Design serial_add_ctrl, sky130hd; sources not shown.
==> images/ff_map.png <==
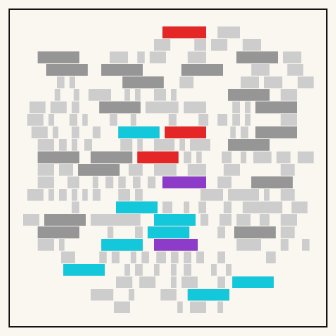
name in the netlist	color	flops
op_b_q	cyan	8
bit_cnt_q	red	3
state_q	purple	2
not colored	18
sequential cell power: 1.26 mW
Final Util: 48.0%
flop share of the area: 40.3%

==> images/congestion_map.png <==
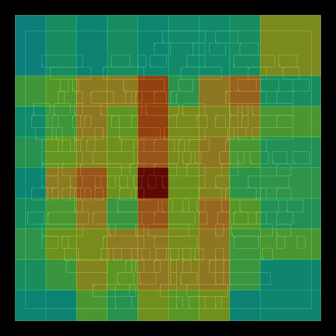
Most Crowded Layer GR: met2
grt met3 use: 5.36%
met2 Use GR: 29.8%
GR Util All Layers: 17.1%

==> images/layers.png <==
Only two layers are drawn.
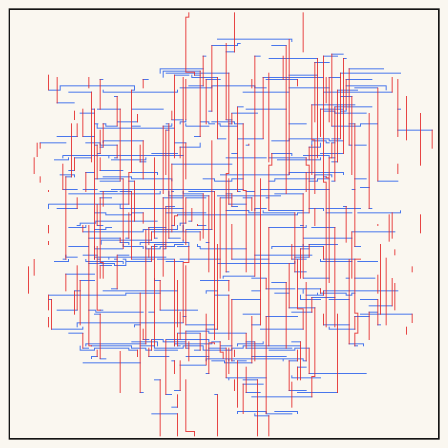
layer	color	wire length
M2	red	1720 um
M1	blue	1500 um
wire per inst: 15.2 um
final wirelength: 3460 um
via count: 1121

==> images/closeup.png <==
Region (39, 5) to (64, 30) um. Cells in gray, sequential cells in the stronger gray; small squares are vias.
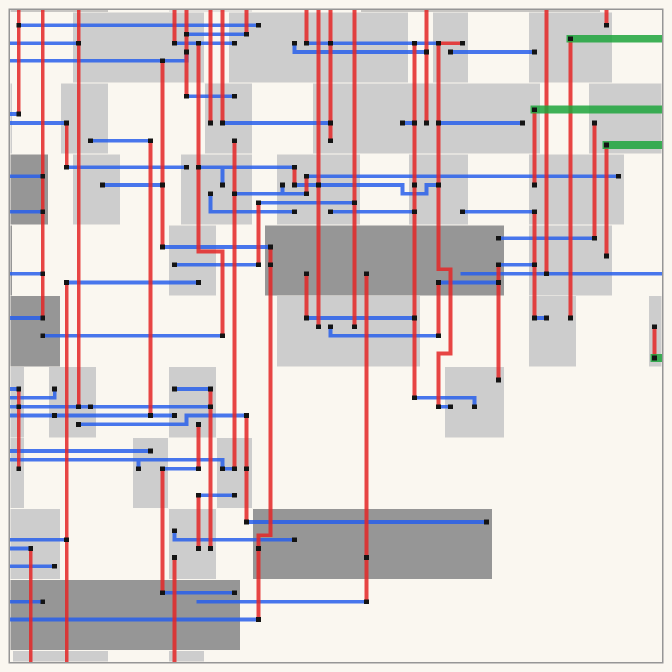
layer	color
M1	blue
M3	green
M2	red
cells with their middle in the window	27
sequential cells in the window	3

==> impl_metrics.toml <==
# flow metrics
[detailed_routing]
drt_pass1_iterations = 6
ant_nets = 0
drc_errors = 0
viasPerCell = 4.92
drt-initial-drc-count = 35

[critical_path]
end_kind = "output pin"
path_class = "reg -> out"
worst-path-max-fanout = 2
cp_data_arrival_time_ns = 1.25
cp_top_family = "buffers and inverters"
crit_buf_inv = 1
cpPeakStageDelay_ns = 0.61
cp_cell_sequence = "clkdlybuf4s50_1"
worst-endpoint-required_ns = 1.16
worst-path-stages = 1
crit_slowest_cell = "clkdlybuf4s50_1"

[global_route]
met1_usage_pct = 19.4
grt_first_pass_wirelength_um = 5680

[cells_and_area]
nClkBuffers = 6
logic_gate_count = 98
clk_share_pct = 6.08
drive_gt1_share_pct = 17.4
biggestCellCategory = "flip-flops and latches"
syn_to_final_growth_pct = 35.6
comb_share_pct = 31.8
ff_count = 31
n_all_inverters = 0

[synth]
syn-instance-count = 137
simple_gate_area_share_pct = 19.1
ys_area_um2 = 1430
synthArstFlopShare_pct = 100
synthAoiAreaFrac_pct = 12.3
syn_avg_cell_area_um2 = 10.4
netlist_top_cells_count = "dfrtp_1 (31), a21oi_1 (23), nand2_1 (19)"
fa_ha_area_share_pct = 3.16
synth_nets = 161
largest_area_cell = "dfrtp_1"
yosysTopAreaCellShare_pct = 54.3
syn_area_um2 = 1430
synth_cell_types = 27
yosys_cells = 137

[placed_design]
place_congestion = 0.757
dp_hpwl_um = 2460
io_buffers = 32
pre_cts_ws_ns = -0.405
place_inst = 219

[pwr]
ir_drop_v = 0.000750
pwr-share-clk_pct = 29.3
combPwrFrac_pct = 28.9
p_int_mw = 2.07
p_comb_uw = 873
power_leader = "registers"
finalPower_mw = 3.01
pwr-share-seq_pct = 41.7
power_density_nw_per_um2 = 1560

[final_timing]
worst_pin_slew_ns = 0.693
drv_slew = 0
fin_skew_ns = 0.00454
fmax_mhz = 649
setup_violations = 26
min_period_ns = 1.54
fin_setup_tns_ns = -1.17
holdWs_ns = 0.0456
fin_ws_ns = -0.0902
period_used_pct = 106
hold_violations = 0

[clock_tree]
ctsHoldBuffers = 0
cts_buffer_depth = 2
cts_buffers = 5
cts_tree = "done"
clkTransAtPathRegs_ns = 0.07
cts-root-buf = "clkbuf_8"

[die]
rows = 23
io_pins = 33
core_um2 = 4030
fp_util_pct = 35.4
num_tap_cells = 50

[flow_run]
warnings = 28
drv_cap = 0

[status]
status = "finished, violations left"
violations = "negative setup slack"

[worst_hold_path]
min_path_type = "in -> async"
-- layer usage --
| layer | share of wire [%] | wire length (um) |
|---|---|---|
| met1 | 43 | 1500 |
| met4 | 1.6 | 54 |
| met5 | 0 | 0 |
| met3 | 5.4 | 188 |
| met2 | 50 | 1720 |
-- cells in the final DEF, fill, tap and decap left out, drive strengths merged, types with 7 or more instances in the layout --
cell / synthesis / final
mux2: 9 / 9
nand2: 19 / 19
buf: 7 / 9
nand3: 7 / 7
nor2: 16 / 16
clkdlybuf4s50: 0 / 26
clkbuf: 1 / 8
a21oi: 23 / 23
dfrtp: 31 / 31
-- what timing repair did --
action                                  in CTS  in global routing
resized                                     10                  3
pin swaps                                    1                  0
endpoints found under the setup margin      34                 36
buffers inserted                             1                  0
Power is estimated from default activity; no workload was simulated.
